$ cat src/rtl/uex_mem_arb.sv
// uex_mem_arb: round-robin arbiter that funnels N_REQ requesters onto a
// single memory port. Only one transaction is in flight at a time
// (IDLE -> ISSUE -> WAIT).
// Optional feature macro: UEX_MEM_ARB_TIMEOUT_EN. When it is defined, a
// response that never arrives ends after TIMEOUT WAIT cycles with an error
// response.
module uex_mem_arb #(
    parameter int N_REQ   = 4,
    parameter int TIMEOUT = 256
) (
    input  logic                       clock,
    input  logic                       reset_n,
    input  logic [N_REQ-1:0]           req_valid,
    output logic [N_REQ-1:0]           req_ready,
    input  logic [N_REQ*32-1:0]        req_addr,
    input  logic [N_REQ*32-1:0]        req_wdata,
    input  logic [N_REQ-1:0]           req_write,
    output logic [N_REQ-1:0]           rsp_valid,
    output logic [31:0]                rsp_rdata,
    output logic                       rsp_err,
    output logic                       mem_req_valid,
    input  logic                       mem_req_ready,
    output logic [31:0]                mem_addr,
    output logic [31:0]                mem_wdata,
    output logic                       mem_write,
    input  logic                       mem_rsp_valid,
    input  logic [31:0]                mem_rsp_rdata,
    input  logic                       mem_rsp_err,
    output logic                       busy,
    output logic [$clog2(N_REQ)-1:0]   grant_id
);

    localparam int GW = $clog2(N_REQ);

    typedef enum logic [1:0] {IDLE, ISSUE, WAIT} state_t;

    state_t          state, state_nx;
    logic [GW-1:0]   last_grant;
    logic [GW-1:0]   winner;
    logic            found;
    logic            accept;
    logic            done;

    // An empty named block that references TIMEOUT, so the parameter is
    // used in every build. It elaborates only if TIMEOUT is out of range.
    if (TIMEOUT < 1) begin : g_timeout_range
    end

`ifdef UEX_MEM_ARB_TIMEOUT_EN
    localparam int TW = $clog2(TIMEOUT + 1);
    logic [TW-1:0]   tmo_cnt;
    logic            tmo;
`endif

    // Round-robin search: start at the requester after last_grant and wrap.
    always_comb begin
        winner = '0;
        found  = 1'b0;
        for (int i = 1; i <= N_REQ; i++) begin
            if (!found && req_valid[(int'(last_grant) + i) % N_REQ]) begin
                winner = GW'((int'(last_grant) + i) % N_REQ);
                found  = 1'b1;
            end
        end
    end

    // Next-state logic and the single-cycle accept strobe.
    always_comb begin
        state_nx  = state;
        req_ready = '0;
        accept    = 1'b0;
        done      = 1'b0;
`ifdef UEX_MEM_ARB_TIMEOUT_EN
        tmo       = 1'b0;
`endif
        case (state)
            IDLE: begin
                // reset_n is in this term so no accept is seen while reset is held.
                if (found && reset_n) begin
                    req_ready[winner] = 1'b1;
                    accept            = 1'b1;
                    state_nx          = ISSUE;
                end
            end
            ISSUE: begin
                if (mem_req_ready) state_nx = WAIT;
            end
            WAIT: begin
                if (mem_rsp_valid) begin
                    done     = 1'b1;
                    state_nx = IDLE;
                end
`ifdef UEX_MEM_ARB_TIMEOUT_EN
                // The counter is 0 in the first WAIT cycle. A value of
                // TIMEOUT-1 therefore marks the TIMEOUT-th WAIT cycle.
                else if (tmo_cnt == TW'(TIMEOUT - 1)) begin
                    tmo      = 1'b1;
                    state_nx = IDLE;
                end
`endif
            end
            default: state_nx = IDLE;
        endcase
    end

    assign mem_req_valid = (state == ISSUE);
    assign busy          = (state != IDLE);

    // State register plus the latched request and grant bookkeeping.
    always_ff @(posedge clock) begin
        if (!reset_n) begin
            state      <= IDLE;
            grant_id   <= '0;
            last_grant <= GW'(N_REQ - 1);
            mem_addr   <= '0;
            mem_wdata  <= '0;
            mem_write  <= 1'b0;
        end else begin
            state <= state_nx;
            if (accept) begin
                grant_id  <= winner;
                mem_addr  <= req_addr[int'(winner)*32 +: 32];
                mem_wdata <= req_wdata[int'(winner)*32 +: 32];
                mem_write <= req_write[winner];
            end
`ifdef UEX_MEM_ARB_TIMEOUT_EN
            if (done || tmo) last_grant <= grant_id;
`else
            if (done) last_grant <= grant_id;
`endif
        end
    end

    // Registered response. Data holds its value between strobes.
    always_ff @(posedge clock) begin
        if (!reset_n) begin
            rsp_valid <= '0;
            rsp_rdata <= '0;
            rsp_err   <= 1'b0;
        end else begin
            rsp_valid <= '0;
            if (done) begin
                rsp_valid[grant_id] <= 1'b1;
                rsp_rdata           <= mem_rsp_rdata;
                rsp_err             <= mem_rsp_err;
            end
`ifdef UEX_MEM_ARB_TIMEOUT_EN
            else if (tmo) begin
                rsp_valid[grant_id] <= 1'b1;
                rsp_rdata           <= '0;
                rsp_err             <= 1'b1;
            end
`endif
        end
    end

`ifdef UEX_MEM_ARB_TIMEOUT_EN
    // WAIT-cycle counter. It clears on the ISSUE->WAIT handshake.
    always_ff @(posedge clock) begin
        if (!reset_n) begin
            tmo_cnt <= '0;
        end else if (state == ISSUE && mem_req_ready) begin
            tmo_cnt <= '0;
        end else if (state == WAIT && tmo_cnt != TW'(TIMEOUT)) begin
            tmo_cnt <= tmo_cnt + 1'b1;
        end
    end
`endif

endmodule

$ cat config.mk
export PLATFORM = sky130hd
export DESIGN_NAME = uex_mem_arb
export DESIGN_NICKNAME = d
export VERILOG_FILES = /design/src/rtl/uex_mem_arb.sv
export SDC_FILE = /design/constraint.sdc
export NUM_CORES = 1
export LEC_CHECK = 0
export ABC_CLOCK_PERIOD_IN_PS = 2200
export CORE_AREA = 5 5 156 158
export DETAILED_ROUTE_END_ITERATION = 7
export DIE_AREA = 0 0 161 163
export GPL_TIMING_DRIVEN = 0
export PLACE_DENSITY = 0.61
export SLEW_MARGIN = 10
export SYNTH_ARGS = -nofsm -noshare
export SYNTH_HDL_FRONTEND = slang
export SYNTH_SLANG_ARGS = --single-unit
$ cat constraint.sdc
create_clock -name clock -period 2.2 [get_ports clock]
set_input_delay 0.33 -clock clock [delete_from_list [all_inputs] [get_ports clock]]
set_output_delay 0.33 -clock clock [all_outputs]
set_load 0.01 [all_outputs]
==> impl_results.rst <==
Run summary
-----------

.. list-table::
   :header-rows: 1

   * - Metric
     - Value
   * - Share of the core filled by cells before placement
     - 26.1%
   * - Dominant cell type by count on the critical path
     - buf_6
   * - Fin. max-slew vios
     - 0
   * - Comb/total area
     - 32.2%
   * - Largest combinational cell category by area
     - AND-OR/OR-AND gates
   * - Instance tally after logic synthesis
     - 715
   * - Seq. cell area
     - 0.00217 mm^2
   * - Top-level I/O count
     - 411
   * - Count of placed standard cells in the final layout, fillers left out
     - 1471
   * - Clock network area share
     - 2.68%
   * - Setup repair after global routing missed its margin
     - true
   * - Class of the tightest hold or removal check
     - reg2reg
   * - Aoi share
     - 29.8%
   * - Clock insertion delay at the later pin of the skew report
     - 0.37 ns
   * - Worst r2r dst
     - mem_addr[22]
   * - Net switching component of the power
     - 0.00195 W
   * - Max_slew headroom
     - 54.1%
   * - Run status
     - finished, violations left
   * - Summed negative setup slack over all endpoints
     - -0.159 ns
   * - Horizontal die dimension
     - 161 um
   * - Proportion of total power due to net switching
     - 31.2%
   * - Final period demand of the worst path
     - 2.28 ns
   * - Areal power density over the cells
     - 532 mW/mm^2
   * - Gate family responsible for the most delay along the worst path
     - buffers and inverters
   * - Share of total power in the clock network
     - 28.0%
   * - Clock Skew
     - 0.0125 ns
   * - Biggest consumer
     - combinational cells
   * - Number of buffers on the longest clock path
     - 2
   * - Maximum resistive drop on vdd
     - 0.000394 V
   * - Clock group total power
     - 0.00175 W
   * - 1st-iter DRT viols
     - 347
   * - Reg clk slew, reported paths
     - 0.09 ns
   * - Smallest setup slack after layout
     - -0.0781 ns
   * - Origin of the worst min-delay path
     - rsp_rdata[20]
   * - Post-cts sizing count
     - 83
   * - Reg-to-reg critical path startpoint
     - last_grant[1]
   * - Routed via count divided by cell count
     - 4.82
   * - Number of stages on the worst setup path
     - 8
   * - Async set or reset register ratio after synthesis
     - 0%
   * - Endpoint of the worst hold path
     - rsp_rdata[20]
   * - Combinational gate area
     - 0.00377 mm^2
   * - Cts hold-fix bufs
     - 0
   * - Total cell area reported by yosys after synthesis
     - 0.00601 mm^2
   * - Layout Nets
     - 1476
   * - Iteration count of the initial detailed-routing pass
     - 6
   * - Non-CTS inverters
     - 3
   * - Count of endpoints failing setup in the final report
     - 3
   * - Global-route usage over all layers
     - 21.4%
   * - Number of global-route vias before repair
     - 7214
   * - Placed cells
     - 1415
   * - Ordered list of cells on the worst path
     - buf_6 -> mux2i_4 -> o2bb2ai_4 -> buf_8 -> o211ai_1 -> buf_4 -> nor2b_4 -> buf_6
   * - Register share after synthesis
     - 36.0%
   * - Cell Type Count
     - 36
   * - Launching element type of the critical path
     - flip-flop
   * - Maximum frequency from static timing analysis
     - 0.439 GHz
   * - Number of port buffers
     - 410
   * - Placed instance area
     - 0.0105 mm^2
   * - Drt drc
     - 0
   * - Adder-cell area share of the yosys netlist
     - 0%
   * - Die Height
     - 163 um
   * - Top cell excl fill/tap
     - clkdlybuf4s50_1
   * - Initial antenna violation count
     - 1
   * - Ratio of cells with drive above 1 in the final layout
     - 15.4%
   * - Sequential share of power
     - 35.8%
   * - Synthesis-stage register bit count
     - 108
   * - Failing checks
     - negative setup slack
   * - Xor-xnor portion of the synthesized cell area
     - 0%
   * - Crit-path slowest cell
     - dfxtp_4
   * - Placement Setup Slack
     - -1.14 ns
   * - Final antenna-violating net count
     - 0
   * - Stage delay of the slowest cell on the critical path
     - 0.37 ns
   * - Drt wl/cell
     - 20.4 um
   * - Maximum number of pins on one net before global-route repair
     - 23
   * - Worst hold margin
     - 0.467 ns
   * - Number of clock-tree buffers in the layout
     - 9
   * - Per-instance average area after synthesis
     - 8.40 um^2
   * - CP Data Arrival Time
     - 1.95 ns
   * - Max-cap check violation count
     - 0
   * - Clock buffers created by TritonCTS
     - 9
   * - Critical path fanouts, max
     - 5
   * - DP HPWL
     - 22800 um
   * - Critical Path Sink Type
     - output pin
   * - Endpoint of the most critical setup path
     - req_ready[1]
   * - CTS HTree Levels
     - 3
   * - Signal buffers share of area
     - 43.4%
[flip-flops by register name, indices dropped and copies added (netlist names)]
name        cells
mem_wdata      32
mem_addr       32
rsp_rdata      32
rsp_err         1
last_grant      2
mem_write       1
rsp_valid       4
state           2
grant_id        2
[Yosys cell counts, drive strengths merged, types with 2 or more instances]
library cell	number	area (um^2)
dfxtp	108	2160
or2	3	18.8
inv	3	11.3
buf	21	185
o211ai	67	643
a21boi	34	255
nor2	6	30.0
o21ai	64	320
clkbuf	47	176
a21oi	2	10.0
nor2b	8	50.1
nand3	66	330
nor3	4	25.0
a21o	64	480
mux2i	67	671
nand2	139	522
[metal layers]
layer | wire length [um] | GRT usage, %
met1 | 12200 | 25.7
met2 | 14700 | 37.3
met3 | 2190 | 5.42
met4 | 850 | 7.44
met5 | 0 | 0
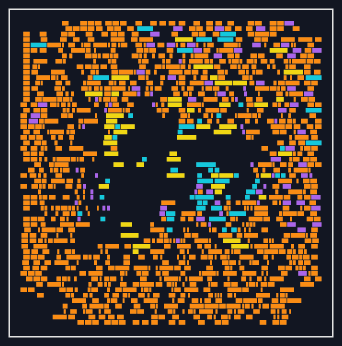
(drive-strength map)
(2 px per um)
_2 cells: in purple, cells 83, share 7.0%, most used o211ai_2. _0 and _1 cells: in orange, cells 998, share 85%, most used clkdlybuf4s50_1. _3 and _4 cells: in cyan, cells 52, share 4.4%, most used buf_4. _6 and larger: in yellow, cells 47, share 4.0%.
Area Growth Syn to Fin: 95.2%
smallest setup slack after layout: -0.0781 ns
Design Area, Final: 0.0117 mm^2
non-clock buffer total of the final layout: 517

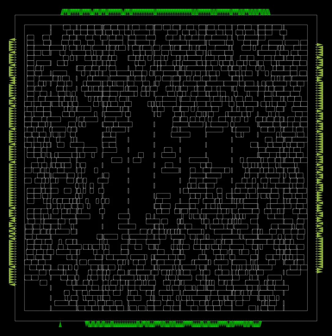
(placed standard cells)
num rows: 56
final-layout fill cell count: 2246
tap cells: 290
Floorplan Core Area: 0.0230 mm^2
fraction of area in registers: 18.5%

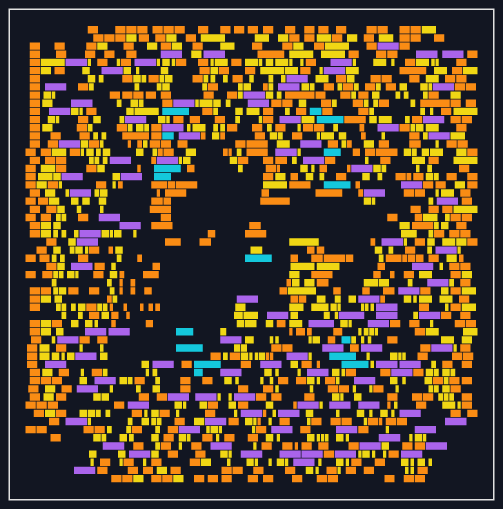
(placement by cell class)
(3 px per um)
clock drivers and dummy loads: in cyan, cells 16. combinational and other logic: in yellow, cells 539. sequential cells: in purple, cells 108. remaining buffers and delay cells: in orange, cells 517.
Core Util, Final: 51.0%

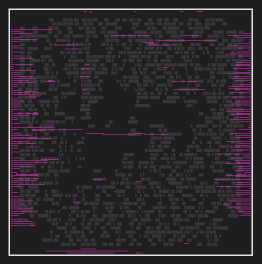
(the metal 3 layer)
(1.5 px per um) Cells faint in the background.
The longest straight run is 54.5 um. The layer carries 2190 um of wire. 224 nets have wire on it. The layer holds 7.3% of the routed length. The wires run mostly horizontal.
grt met3 use: 5.42%
wire length reported by the detailed router: 29900 um
via total after detailed routing: 7089

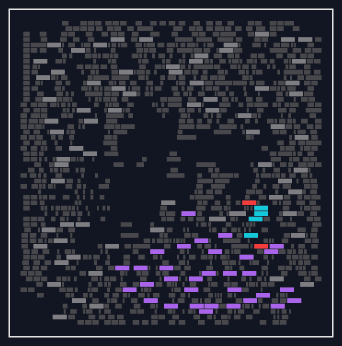
(where the registers sit)
(2 px per um) Other sequential cells in the stronger grey, the rest of the logic in the fainter grey.
`rsp_rdata`: in purple, placed flops 32. `grant_id`: in red, placed flops 2. `rsp_valid`: in cyan, placed flops 4.

No activity file was given, so power comes from the tool's default toggle rates.
